## config.mk

```make
export PLATFORM = sky130hd
export DESIGN_NAME = pulse_stretch_tx_flat
export DESIGN_NICKNAME = d
export VERILOG_FILES = /design/src/rtl/pulse_stretch_tx_if.sv /design/src/rtl/pulse_stretch_tx.sv /design/src/flat_wrapper.sv
export SDC_FILE = /design/constraint.sdc
export NUM_CORES = 1
export LEC_CHECK = 0
export CAP_MARGIN = 20
export CORE_AREA = 2 2 39 41
export CTS_CLUSTER_SIZE = 16
export DETAILED_ROUTE_END_ITERATION = 7
export DIE_AREA = 0 0 41 43
export PLACE_DENSITY = 0.71
export SETUP_SLACK_MARGIN = 0.1
export SLEW_MARGIN = 20
export SYNTH_ARGS = -nofsm -noshare
export SYNTH_HDL_FRONTEND = slang
export SYNTH_SLANG_ARGS = --single-unit
```

## constraint.sdc

```tcl
create_clock -name clock -period 3.27 [get_ports clock]
set_clock_uncertainty 0.1 [all_clocks]
set_input_delay 0.654 -clock clock [delete_from_list [all_inputs] [get_ports clock]]
set_output_delay 0.654 -clock clock [all_outputs]
set_load 0.03 [all_outputs]
```

## src/rtl/pulse_stretch_tx_if.sv

```systemverilog
`default_nettype none
// ============================================================================
// Module      : pulse_stretch_tx_if
// Description : Signal bundle between core logic and the pulse stretcher.
//               The master side (core logic) raises event requests and
//               clears the sticky overflow flag. The slave side
//               (pulse_stretch_tx) returns the stretched output and its
//               status.
// Ports       : pulse_i      master->slave  event request, one per high cycle
//               overflow_clr master->slave  clears sticky overflow_o
//               o            slave->master  stretched output, registered
//               busy         slave->master  stretcher not idle, registered
//               pending_o    slave->master  queued events not yet started
//               overflow_o   slave->master  sticky, an event was dropped
// Parameters  : PENDING_MAX must match the PENDING_MAX of the attached
//               pulse_stretch_tx so that pending_o widths agree.
// Revision    : 1.0 - initial release
// ============================================================================
interface pulse_stretch_tx_if #(
  parameter int PENDING_MAX = 7
);
  localparam int PEND_W = $clog2(PENDING_MAX + 1);

  logic              pulse_i;
  logic              overflow_clr;
  logic              o;
  logic              busy;
  logic [PEND_W-1:0] pending_o;
  logic              overflow_o;

  // Core logic side: issues events, observes status.
  modport master (
    output pulse_i,
    output overflow_clr,
    input  o,
    input  busy,
    input  pending_o,
    input  overflow_o
  );

  // Stretcher side: consumes events, drives the output and status.
  modport slave (
    input  pulse_i,
    input  overflow_clr,
    output o,
    output busy,
    output pending_o,
    output overflow_o
  );
endinterface
`default_nettype wire

```

## src/rtl/pulse_stretch_tx.sv

```systemverilog
`default_nettype none
// ============================================================================
// Module      : pulse_stretch_tx
// Description : Transmit-side pulse stretcher. Turns single-cycle internal
//               event pulses into output pulses with a guaranteed minimum
//               high and low width, so that a 2-flop synchronizer plus
//               rising-edge detector on another (possibly slower) clock
//               sees exactly one rising edge per event. Events arriving
//               while a pulse is in flight are queued in a saturating
//               counter; events beyond PENDING_MAX are dropped and flagged
//               in a sticky overflow bit.
// Ports       : clock     in   system clock, all logic on posedge
//               reset_n   in   synchronous active-low reset
//               bus       slave modport of pulse_stretch_tx_if:
//                 pulse_i      in   event request, each high cycle = 1 event
//                 overflow_clr in   clears sticky overflow_o
//                 o            out  stretched output, registered
//                 busy         out  high whenever not IDLE, registered
//                 pending_o    out  queued events not yet started
//                 overflow_o   out  sticky drop flag (set wins over clear)
// Parameters  : HIGH_CYCLES (>=1) output high time per event
//               LOW_CYCLES  (>=1) minimum low time after each high phase
//               PENDING_MAX (>=1) maximum queued events
// Options     : `define PULSE_STRETCH_TOGGLE_EN selects toggle encoding:
//               each started event inverts o at HIGH entry and o holds
//               through the LOW phase (for both-edge receivers). Queueing,
//               busy, pending_o and overflow_o are identical in both modes.
// Revision    : 1.0 - initial release
// ============================================================================
module pulse_stretch_tx #(
  parameter int HIGH_CYCLES = 4,
  parameter int LOW_CYCLES  = 4,
  parameter int PENDING_MAX = 7
) (
  input wire                clock,
  input wire                reset_n,
  pulse_stretch_tx_if.slave bus
);

  localparam int PEND_W    = $clog2(PENDING_MAX + 1);
  // One phase counter serves both phases, so it is sized for the longer one.
  localparam int c_CNT_MAX = (HIGH_CYCLES > LOW_CYCLES) ? HIGH_CYCLES : LOW_CYCLES;
  localparam int c_CNT_W   = (c_CNT_MAX > 1) ? $clog2(c_CNT_MAX) : 1;

  localparam logic [c_CNT_W-1:0] c_HIGH_LAST = c_CNT_W'(HIGH_CYCLES - 1);
  localparam logic [c_CNT_W-1:0] c_LOW_LAST  = c_CNT_W'(LOW_CYCLES - 1);
  localparam logic [PEND_W-1:0]  c_PEND_MAX  = PEND_W'(PENDING_MAX);

  typedef enum logic [1:0] {
    ST_IDLE = 2'd0,
    ST_HIGH = 2'd1,
    ST_LOW  = 2'd2
  } state_t;

  state_t              state_q;
  logic [c_CNT_W-1:0]  cnt_q;
  logic                o_q;
  logic                busy_q;
  logic [PEND_W-1:0]   pend_q;
  logic [PEND_W-1:0]   pend_d;
  logic                ovf_q;
  logic                ovf_d;

  logic                w_low_end;
  logic                w_restart;
  logic                w_inc;
  logic                w_drop;
  logic                w_o_start;
  logic                w_o_fall;

  // --------------------------------------------------------------------------
  // Event bookkeeping
  // --------------------------------------------------------------------------
  always_comb begin
    // Last cycle of the LOW phase: the decision point for the next event.
    w_low_end = (state_q == ST_LOW) && (cnt_q == c_LOW_LAST);

    // A new HIGH phase starts straight from LOW if anything is queued or an
    // event arrives on this very cycle. In the latter case with an empty
    // queue the arriving event is consumed directly: inc and dec cancel.
    w_restart = w_low_end && ((pend_q != '0) || bus.pulse_i);

    // In IDLE an incoming event starts a pulse directly and is never queued.
    w_inc     = bus.pulse_i && (state_q != ST_IDLE);

    // Drop only when the queue is full and nothing is consumed this cycle.
    w_drop    = w_inc && !w_restart && (pend_q == c_PEND_MAX);

    pend_d = pend_q;
    if (w_inc && !w_restart) begin
      if (pend_q != c_PEND_MAX) begin
        pend_d = pend_q + 1'b1;
      end
    end else if (w_restart && !w_inc) begin
      // w_restart without w_inc implies pend_q != 0, so this never wraps.
      pend_d = pend_q - 1'b1;
    end

    // Set wins over clear.
    ovf_d = w_drop | (ovf_q & ~bus.overflow_clr);
  end

  // --------------------------------------------------------------------------
  // Output encoding at the two phase boundaries
  // --------------------------------------------------------------------------
  always_comb begin
`ifdef PULSE_STRETCH_TOGGLE_EN
    // Toggle encoding: each event is one transition, held across both phases.
    w_o_start = ~o_q;
    w_o_fall  = o_q;
`else
    // Pulse encoding: high for the HIGH phase, low for the LOW phase.
    w_o_start = 1'b1;
    w_o_fall  = 1'b0;
`endif
  end

  // --------------------------------------------------------------------------
  // State machine with registered outputs
  // --------------------------------------------------------------------------
  always_ff @(posedge clock) begin
    if (!reset_n) begin
      state_q <= ST_IDLE;
      cnt_q   <= '0;
      o_q     <= 1'b0;
      busy_q  <= 1'b0;
      pend_q  <= '0;
      ovf_q   <= 1'b0;
    end else begin
      pend_q <= pend_d;
      ovf_q  <= ovf_d;

      case (state_q)
        ST_IDLE: begin
          if (bus.pulse_i) begin
            state_q <= ST_HIGH;
            cnt_q   <= '0;
            o_q     <= w_o_start;
            busy_q  <= 1'b1;
          end
        end

        ST_HIGH: begin
          if (cnt_q == c_HIGH_LAST) begin
            state_q <= ST_LOW;
            cnt_q   <= '0;
            o_q     <= w_o_fall;
          end else begin
            cnt_q   <= cnt_q + 1'b1;
          end
        end

        ST_LOW: begin
          if (w_low_end) begin
            cnt_q <= '0;
            if (w_restart) begin
              // Back-to-back: no IDLE cycle in between.
              state_q <= ST_HIGH;
              o_q     <= w_o_start;
            end else begin
              state_q <= ST_IDLE;
              busy_q  <= 1'b0;
            end
          end else begin
            cnt_q <= cnt_q + 1'b1;
          end
        end

        default: begin
          state_q <= ST_IDLE;
          cnt_q   <= '0;
          o_q     <= 1'b0;
          busy_q  <= 1'b0;
        end
      endcase
    end
  end

  assign bus.o          = o_q;
  assign bus.busy       = busy_q;
  assign bus.pending_o  = pend_q;
  assign bus.overflow_o = ovf_q;

endmodule
`default_nettype wire

```

## src/flat_wrapper.sv

```systemverilog
// flat-port wrapper written by rule: the top's interface ports become plain ports
module pulse_stretch_tx_flat 
#(
  parameter int HIGH_CYCLES = 4,
  parameter int LOW_CYCLES  = 4,
  parameter int PENDING_MAX = 7
)
  (clock, reset_n, bus_pulse_i, bus_overflow_clr, bus_o, bus_busy, bus_pending_o, bus_overflow_o);
  pulse_stretch_tx_if #(.PENDING_MAX(PENDING_MAX)) bus_i ();
  input wire clock;
  input wire reset_n;
  input wire logic [$bits(bus_i.pulse_i)-1:0] bus_pulse_i;
  input wire logic [$bits(bus_i.overflow_clr)-1:0] bus_overflow_clr;
  output wire logic [$bits(bus_i.o)-1:0] bus_o;
  output wire logic [$bits(bus_i.busy)-1:0] bus_busy;
  output wire logic [$bits(bus_i.pending_o)-1:0] bus_pending_o;
  output wire logic [$bits(bus_i.overflow_o)-1:0] bus_overflow_o;
  assign bus_i.pulse_i = bus_pulse_i;
  assign bus_i.overflow_clr = bus_overflow_clr;
  assign bus_o = bus_i.o;
  assign bus_busy = bus_i.busy;
  assign bus_pending_o = bus_i.pending_o;
  assign bus_overflow_o = bus_i.overflow_o;
  pulse_stretch_tx #(.HIGH_CYCLES(HIGH_CYCLES), .LOW_CYCLES(LOW_CYCLES), .PENDING_MAX(PENDING_MAX)) u_core (.clock(clock), .reset_n(reset_n), .bus(bus_i));
endmodule
```

Run 1, routed clock nets over the placement:
(6 px per um)
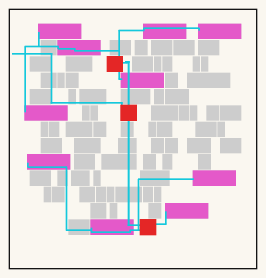
legend:
  red:
    item: clock-net drivers
    count: 3
  cyan:
    item: clock wires
    length: 168 um
  magenta:
    item: flip-flops
    count: 10
flops lie: all over the die

Run 1, wiring by layer:
(12 px per um)
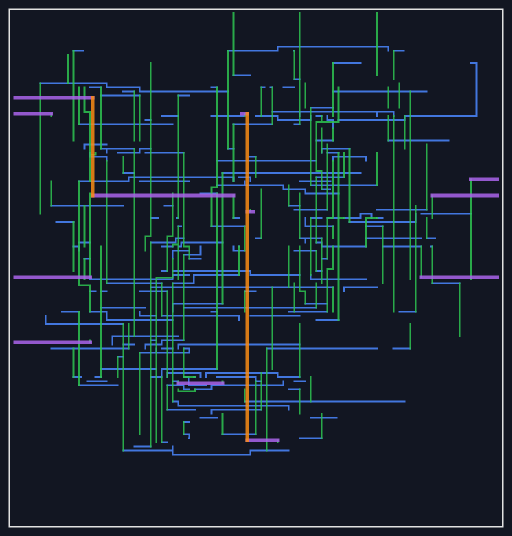
legend:
  orange:
    layer: M4
    wire_length: 35.4 um
  green:
    layer: M2
    wire_length: 593 um
  purple:
    layer: M3
    wire_length: 54.2 um
  blue:
    layer: M1
    wire_length: 539 um

Run 1, supply network:
(8 px per um) Pins as bars on the die edge.
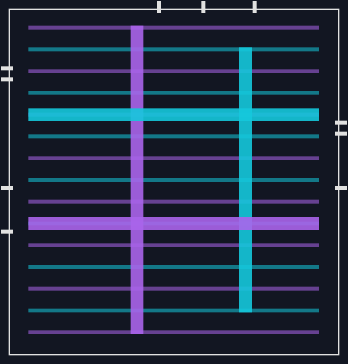
legend:
  purple:
    net: VSS
  cyan:
    net: VDD
met1 rails: 15
rows: 14
met4 straps: 2
signal pins: 10
worst voltage drop across the vdd grid: 390 uV
core footprint: 1380 um2
Vert. Die Dim: 43 um
DIE WIDTH: 41 um

==> run summary, run 1 <==
Figures from the flow reports.

Placed design:
- The run puts the number of port buffers at 9.
- The run gives the weighted congestion at the end of routability-driven global placement as 0.723.
- Including well taps, the total number of placed cells is about 95.
- After detailed placement, the total cell area comes to 738 um2.
- The run gives the worst slack after detailed placement as 0.489 ns.
- The run puts the HPWL reported at the end of detailed placement at 914 um.

Layout:
- The run puts the logic area at 413 um2.
- The run gives the final net count as 94.
- The run gives the share of the final layout cell area in multi-input gates as 53.3%.
- In this run the layout overhead on the synthesized area is reported as 21.1%.
- The run gives the count of clock buffers in the final design as 4.
- The run gives the fraction of area in non-clock buffers as between 10% and 20%.
- The run gives the number of antenna repair diodes as 0.
- By area, the class that comes first in the final layout consists of logic gates.
- In the layout the commonest cells are 10 x sky130_fd_sc_hd__nand2_1, 10 x sky130_fd_sc_hd__dfxtp_1, 9 x sky130_fd_sc_hd__clkdlybuf4s50_1.
- The layout report lists the combined flip-flop and latch area as 200 um2.
- The final report lists a non-filler cell total of 99.
- The run puts the multi-input combinational cell count at 56.

Global route:
- The via count of the first global-routing pass is 509.
- In this run the most used layer during global routing was met2.
- The number of antenna violations at the first check in global routing was 0.
- The global routing report lists combined usage of all routing layers as a little under a fifth.
- met1 track demand over resource after global routing is a little over a fifth.
- The run puts the pin count of the biggest net entering global routing at 16.

Route:
- The violation tally recorded at the end of detailed-routing iteration 0 is 13.
- The run gives the final antenna-violating net count as 0.
- After detailed routing, the number of remaining DRC violations is 0.
- The run gives the detailed route wirelength on metal2 as 592 um.
- The run puts the met1 layer wirelength in the final routing at 538 um.
- The run puts the total length of routed met3 wires at ~54 um.

Power:
- Summed over all cells, the static leakage comes to roughly 0.31 nW.
- The largest part of the power goes to combinational cells.
- Switching power as a fraction of the total was reported as 41.7%.
- In this run, flip-flops and latches consume 30.0% of the power.
- The run puts the internal power at 0.000372 W.
- The run puts the power in sequential cells at 0.000192 W.
- The run puts the combinational cell power at between 0.0003 and 0.0004 W.
- The analysis attributes to net switching a power of 0.000266 W.
- The run puts the sum of internal, switching and leakage power at 0.000638 W.
- The flow reports power dissipated in the clock network as ~0.00011 W.
- The run puts the total power density per cell area at 823 nW/um2.

CTS:
- For reference, the clock transition at the flip-flops on the worst setup and hold paths is around 0.07 ns.
- The run puts the number of post-CTS setup repair buffers at 0.
- Per the CTS log, the root buffer master is sky130_fd_sc_hd__clkbuf_4.
- Per the CTS log, the buffer count on the longest clock path is 2.
- TritonCTS built the clock tree.
- The run gives the number of H-tree levels as 1.
- The run gives the clock latency at the later pin of the worst-skew pair as 0.27 ns.

Critical path:
- The worst setup path is launched from a flop.
- STA puts the critical path data required time at about 3.4 ns.
- The run gives the type of the setup path with the least slack as flop to flop.
- Max fanout on the critical path was recorded as 10.
- The run gives the arrival time at the worst endpoint as 2.68 ns.

Die:
- The run puts the number of tap cells added at floorplan at 16.
- The run puts the number of placed I/O pins at 10.
- The run gives the core utilization before placement as roughly 46%.

STA:
- The run gives the post-route setup TNS as 0 ns.
- The worst pin sits at a relative slew slack of 66.6%.
- The run gives the worst-margin pin slew as 0.501 ns.
- The run gives the smallest hold slack as 0.376 ns.
- Setup repair after global routing left no endpoint under its margin.
- The run gives the final period demand of the worst path as between 2 and 3 ns.

Logic synthesis:
- The run puts the mean instance size in the synthesized netlist at roughly 8.9 um2.
- The run puts the mux cell area share after synthesis at between 4 and 5%.
- The run puts the instance tally after logic synthesis at ~72.
- At floorplan, the net count of the design was reported as 82.
- The run puts the arithmetic-cell share of the synthesized area counting full adders, half adders and majority gates at 12.9%.
- The run puts the xor-xnor portion of the synthesized cell area at 0%.
- The run gives the synthesized cell area as 639 um2.

Job:
- The run puts the number of warnings in the stage logs at 29.

Outcome:
- The run finished with clean final reports.

Hold path:
- The run gives the type of the tightest min-delay check as flop to flop.
-- run 1: cells in the mapped netlist --
library cell | number | share of area [%]
sky130_fd_sc_hd__mux2i_1 | 3 | 4.7
sky130_fd_sc_hd__clkbuf_1 | 1 | 0.59
sky130_fd_sc_hd__ha_1 | 5 | 9.8
sky130_fd_sc_hd__nand4_1 | 2 | 2.0
sky130_fd_sc_hd__o21ba_2 | 1 | 1.6
sky130_fd_sc_hd__a21oi_1 | 2 | 1.6
sky130_fd_sc_hd__nor2b_1 | 1 | 0.98
sky130_fd_sc_hd__fa_1 | 1 | 3.1
sky130_fd_sc_hd__buf_4 | 1 | 1.2
sky130_fd_sc_hd__o21ai_0 | 2 | 1.6
sky130_fd_sc_hd__a41o_1 | 1 | 1.6
sky130_fd_sc_hd__a31oi_1 | 2 | 2.0
sky130_fd_sc_hd__or4_4 | 1 | 1.8
sky130_fd_sc_hd__dfxtp_1 | 10 | 31
sky130_fd_sc_hd__or4_1 | 1 | 1.2
sky130_fd_sc_hd__o211ai_2 | 1 | 2.0
sky130_fd_sc_hd__nand2_1 | 10 | 5.9
sky130_fd_sc_hd__a21boi_0 | 1 | 1.2
sky130_fd_sc_hd__and3_4 | 1 | 1.8
sky130_fd_sc_hd__nor3_1 | 1 | 0.78
sky130_fd_sc_hd__o211ai_1 | 1 | 1.2
sky130_fd_sc_hd__nand2b_1 | 2 | 2.0
sky130_fd_sc_hd__nor3b_1 | 1 | 1.2
sky130_fd_sc_hd__and2_1 | 2 | 2.0
sky130_fd_sc_hd__o22ai_1 | 2 | 2.0
sky130_fd_sc_hd__nor2_1 | 3 | 1.8
sky130_fd_sc_hd__inv_1 | 4 | 2.3
sky130_fd_sc_hd__nand3b_1 | 1 | 1.2
sky130_fd_sc_hd__nand3_1 | 3 | 2.3
sky130_fd_sc_hd__nand3_2 | 1 | 1.6
sky130_fd_sc_hd__or3_1 | 1 | 0.98
sky130_fd_sc_hd__and2b_2 | 1 | 1.4
sky130_fd_sc_hd__o31a_1 | 1 | 1.4
sky130_fd_sc_hd__nor3_4 | 1 | 2.5
-- run 1: worst max-delay path, stage by stage (launching register included) --
cell                       delay (ns)
sky130_fd_sc_hd__dfxtp_1         0.38
sky130_fd_sc_hd__inv_1           0.08
sky130_fd_sc_hd__ha_1            0.32
sky130_fd_sc_hd__a21oi_1         0.27
sky130_fd_sc_hd__nand2_1         0.13
sky130_fd_sc_hd__fa_1            0.43
sky130_fd_sc_hd__or4_1           0.54
sky130_fd_sc_hd__o211ai_2        0.09
sky130_fd_sc_hd__mux2i_1         0.18
-- run 1: registers in the layout (all words and copies together) (netlist names) --
name                   count
u_core.bus.overflow_o      1
u_core.cnt_q               2
u_core.bus.busy            1
u_core.bus.pending_o       3
u_core.bus.o               1
u_core.state_q             2
-- run 1: path summary, 6_finish.rpt --
check,from,to,slack (ns),depth (start not counted)
setup / recovery,u_core.state_q[0],u_core.bus.pending_o[2],0.69,8
hold / removal,u_core.bus.o,u_core.bus.o,0.38,2
setup reg to reg,u_core.state_q[0],u_core.bus.pending_o[2],0.69,8
hold reg to reg,u_core.bus.o,u_core.bus.o,0.38,2
Run 1, gate-type map:
(6 px per um)
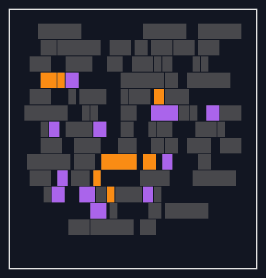

==> run 2, diff against run 1 <==
Settings changed: CORE_AREA 2 2 39 41 to default, CORE_UTILIZATION from default to 45, DIE_AREA 0 0 41 43 to default, PLACE_DENSITY 0.71 to 0.7.
Clock period 3.27 ns to 2.3 ns, I/O delays scaled along.
Run 2, gate-type map:
(6 px per um)
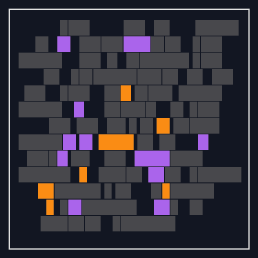
legend:
  purple:
    family: aoi and oai cells
    cells: 11
  orange:
    family: nor cells
    cells: 7

Run 2, routed clock nets over the placement:
(6 px per um)
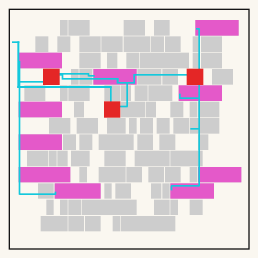
legend:
  red:
    item: clock-net drivers
    count: 3
  magenta:
    item: flip-flops
    count: 10
  cyan:
    item: clock wires
    length: 137 um
routed clock nets: 4
share of power burned in the clock network: 14.7%
clk_lat worst skew: 0.26 ns
clock-net power: 0.000156 W

==> run summary, run 2 <==
Figures from the flow reports.

Global route:
- The run gives the via count of the first global-routing pass as 427 (-16%).
- The pin count of the biggest net entering global routing was 11 (-5).
- The run gives the number of antenna violations at the first check in global routing as 0 (unchanged).
- The run gives the total global-route track usage as 18.3% (+0.25 points).

Logic synthesis:
- Looking at the cell usage after synthesis, the top flip-flop cell is sky130_fd_sc_hd__dfxtp_1.
- The total nets after synthesis is 82 (unchanged).
- The run puts the flip-flop and latch count after synthesis at 10.
- The fraction of registers with async set or reset after synthesis is 0% (unchanged).
- Sorting the synthesized cells by area gives the leading types as sky130_fd_sc_hd__dfxtp_1 31%, sky130_fd_sc_hd__ha_1 9.8%, sky130_fd_sc_hd__nand2_1 5.9%.
- The run puts the instance tally after logic synthesis at 72 (unchanged).
- The run puts the mean instance size in the synthesized netlist at 8.88 um2 (unchanged).
- The synthesized cell area is 639 um2 (unchanged).
- In the Yosys stats the netlist draws on 34 distinct library cells.
- For reference, the top cells by count after synthesis are 10 x sky130_fd_sc_hd__dfxtp_1, 10 x sky130_fd_sc_hd__nand2_1, 5 x sky130_fd_sc_hd__ha_1, 4 x sky130_fd_sc_hd__inv_1.
- The run puts the number of warning messages in the yosys log at 0.
- The run puts the share of Yosys cell area claimed by the top area cell type at 31.3% (unchanged).
- The run puts the number of synthesized flops with an enable pin at 0 (unchanged).
- The run puts the total cells reported by yosys after synthesis at about 70.
- The largest total area in the synthesized netlist belongs to sky130_fd_sc_hd__dfxtp_1.

Placed design:
- The run puts the instance count after placement with tap cells included at 101 (+6.3%).
- The run gives the weighted congestion at the end of routability-driven global placement as 0.767 (+6.0%).
- The HPWL reported at the end of detailed placement is 956 um (+4.6%).
- The run puts the number of port buffers at 9 (unchanged).

Die:
- The run gives the horizontal die dimension as 39.7 um (-3.2%).
- The run puts the core utilization before placement at 48.5% (+2.3 points).
- The run puts the die height at 39.7 um (-7.7%).
- The run puts the number of placed I/O pins at 10 (unchanged).
- The placeable core region was 1320 um2 (-4.8%).
- According to the floorplan log, the row count is 13.

Critical path:
- The worst setup path is launched from a flop.
- The critical path goes through inv_2, ha_4, a21oi_4, nand2_2, fa_2, or4_4, o211ai_2, mux2i_1.
- The peak per-stage delay on the critical path is 0.54 ns (about the same).
- The run gives the arrival time at the worst endpoint as 2.23 ns (-0.45 ns).
- The run gives the required time at the worst-slack endpoint as 2.40 ns (-0.97 ns).
- For reference, the most critical setup path is categorized as flop to flop.
- In this run the critical register-to-register path is launched from u_core.state_q[1].
- The largest driver fanout on the critical path was 4 (-6).
- The endpoint identified for the worst register-to-register timing path is u_core.bus.pending_o[2].
- The run gives the cell family with the largest share of critical-path delay as simple AND/OR/NAND/NOR gates.
- The run gives the worst-case reg-to-reg path depth as 8 (unchanged).
- The run gives the count of buffer and inverter cells on the critical path as 1 (unchanged).
- The run gives the cell with the biggest individual delay on the critical path as sky130_fd_sc_hd__or4_4.
- The run gives the slack of the worst reg-to-reg path as 0.16 ns (-0.53 ns).

Power:
- The static leakage power came to 0.365 nW (+18%).
- The run gives the sum of internal, switching and leakage power as 0.00107 W (+67%).
- The run gives the highest ir drop seen on vdd as 664 uV (+70%).
- The run puts the total power density per cell area at 1170 nW/um2 (+42%).

STA:
- The run gives the remaining max-slew budget at the tightest pin as 79.1% (+13 points).
- The final period demand of the worst path was 2.14 ns (-0.437 ns).
- The run gives the worst-margin pin slew as 0.313 ns (-0.188 ns).
- The post-route setup TNS was 0 ns (unchanged).
- Setup repair after global routing left no endpoint under its margin.

Layout:
- The run puts the final net count at 105 (+12%).
- The most common logic cells in the final layout are 11 x sky130_fd_sc_hd__buf_4, 9 x sky130_fd_sc_hd__nand2_1, 9 x sky130_fd_sc_hd__clkdlybuf4s50_1.
- The run gives the filler-free cell count of the finished design as 109 (+10%).
- The number of antenna repair diodes was 0 (unchanged).
- The run gives the synthesis-to-layout area growth as 42.1%.
- The flip-flop count of the largest register after layout was 3 (unchanged).

Hold path:
- The run gives the hold path depth as 2 (unchanged).
- The run gives the startpoint of the tightest hold check path as u_core.bus.o.
- Note that the worst hold path type here is flop to flop.
- For hold timing, the worst endpoint is u_core.bus.o.

CTS:
- The run gives the number of H-tree levels as 1 (unchanged).
- In this run the clock root is driven by a sky130_fd_sc_hd__clkbuf_4.
- The run puts the number of buffers on the longest clock path at 2 (unchanged).
- TritonCTS built the clock tree.
- The clock transition time at the flip-flop clock pins of the worst setup and hold paths came to 0.06 ns (about the same).

Route:
- The run gives the post-route DRC violation count as 0 (unchanged).
- The run gives the final antenna-violating net count as 0 (unchanged).
- The run puts the detailed-router iteration count before antenna repair at 4.
- The run gives the number of design-rule violations left by the first detailed-router iteration as 12 (-1).

Job:
- The run puts the tally of max-capacitance violations at 0.
- The run puts the number of warnings in the stage logs at 30 (+3.4%).

Outcome:
- The flow ran to the end, and the final reports show no timing, DRC or antenna violations.
==> run 2: cell types whose count changed in the layout (fill, tap and decap cells not counted), sizes merged <==
cell and delta:
buf +11
==> run 2: metrics by stage <==
step / hold WS, ns / instance area [um2] / worst slack, ns
2_1_floorplan: 0.361 / 676 / 0.0824
3_3_place_gp: 0.359 / 822 / -0.0439
3_5_place_dp: 0.361 / 822 / -0.0863
4_1_cts: 0.379 / 873 / 0.103
5_1_grt: 0.398 / 908 / 0.0917
6_report: 0.370 / 908 / 0.161
==> run 2: logic make-up (layout without fill, tap and decap cells) <==
family	count (synthesis)	count (layout)	synth area share, %
AND/OR/NAND/NOR	33	33	31.1
AND-OR/OR-AND	14	14	15.9
flip-flops	10	10	31.3
adder cells (fa/ha/maj)	6	6	12.9
buffers and inverters	6	28	4.11
multiplexers	3	3	4.70
==> run 2: what timing repair did <==
action / 4_1_cts / 5_1_grt
gates cloned: 0 / 0
buffers inserted: 1 / 3
resized: 3 / 3
endpoints found under the hold margin: 0 / 0
hold buffers: 0 / 0
setup endpoints to repair: 1 / 1
pin swaps: 0 / 3
==> run 2: where the power goes <==
group / leakage [nW] / internal [W] / switching [W]
clock network: 0.0210 / 0.0000961 / 0.0000601
logic: 0.261 / 0.000319 / 0.000307
registers: 0.0828 / 0.000228 / 0.0000550
total: 0.365 / 0.000643 / 0.000423
==> run 2: worst max-delay path by stage <==
stage                            startpoint  cells after the start                 endpoint  slack [ns]
after global routing      u_core.state_q[1]                      8  u_core.bus.pending_o[2]        0.09
after global placement          bus_pulse_i                      6  u_core.bus.pending_o[2]       -0.04
after detailed placement        bus_pulse_i                      6  u_core.bus.pending_o[2]       -0.09
final                     u_core.state_q[1]                      8  u_core.bus.pending_o[2]        0.16
after CTS                 u_core.state_q[1]                      8  u_core.bus.pending_o[2]        0.10
after floorplan           u_core.state_q[0]                      9  u_core.bus.pending_o[2]        0.08
==> run 2: cell type report <==
class	instances	area, um2
Fill cell	122	409
Multi-Input combinational cell	56	460
Sequential cell	10	205
Clock buffer	4	36.3
Inverter	4	15.0
Tap cell	15	18.8
Timing Repair Buffer	20	173
==> run 2: metal layers <==
metal | GRT usage, % | part of all wire [%] | up-vias
li1 | - | - | 306
met1 | 25.1 | 49 | 270
met2 | 23.8 | 45 | 11
met3 | 10.2 | 5.5 | 2
met4 | 5.17 | 0.56 | 0
met5 | 0 | 0 | -
==> run 2: worst reg2reg max path: stages, from the launching register on <==
cell	delay, ns
sky130_fd_sc_hd__dfxtp_4	0.38
sky130_fd_sc_hd__inv_2	0.06
sky130_fd_sc_hd__ha_4	0.16
sky130_fd_sc_hd__a21oi_4	0.14
sky130_fd_sc_hd__nand2_2	0.08
sky130_fd_sc_hd__fa_2	0.34
sky130_fd_sc_hd__or4_4	0.54
sky130_fd_sc_hd__o211ai_2	0.08
sky130_fd_sc_hd__mux2i_1	0.19
No activity file was given, so power comes from the tool's default toggle rates.
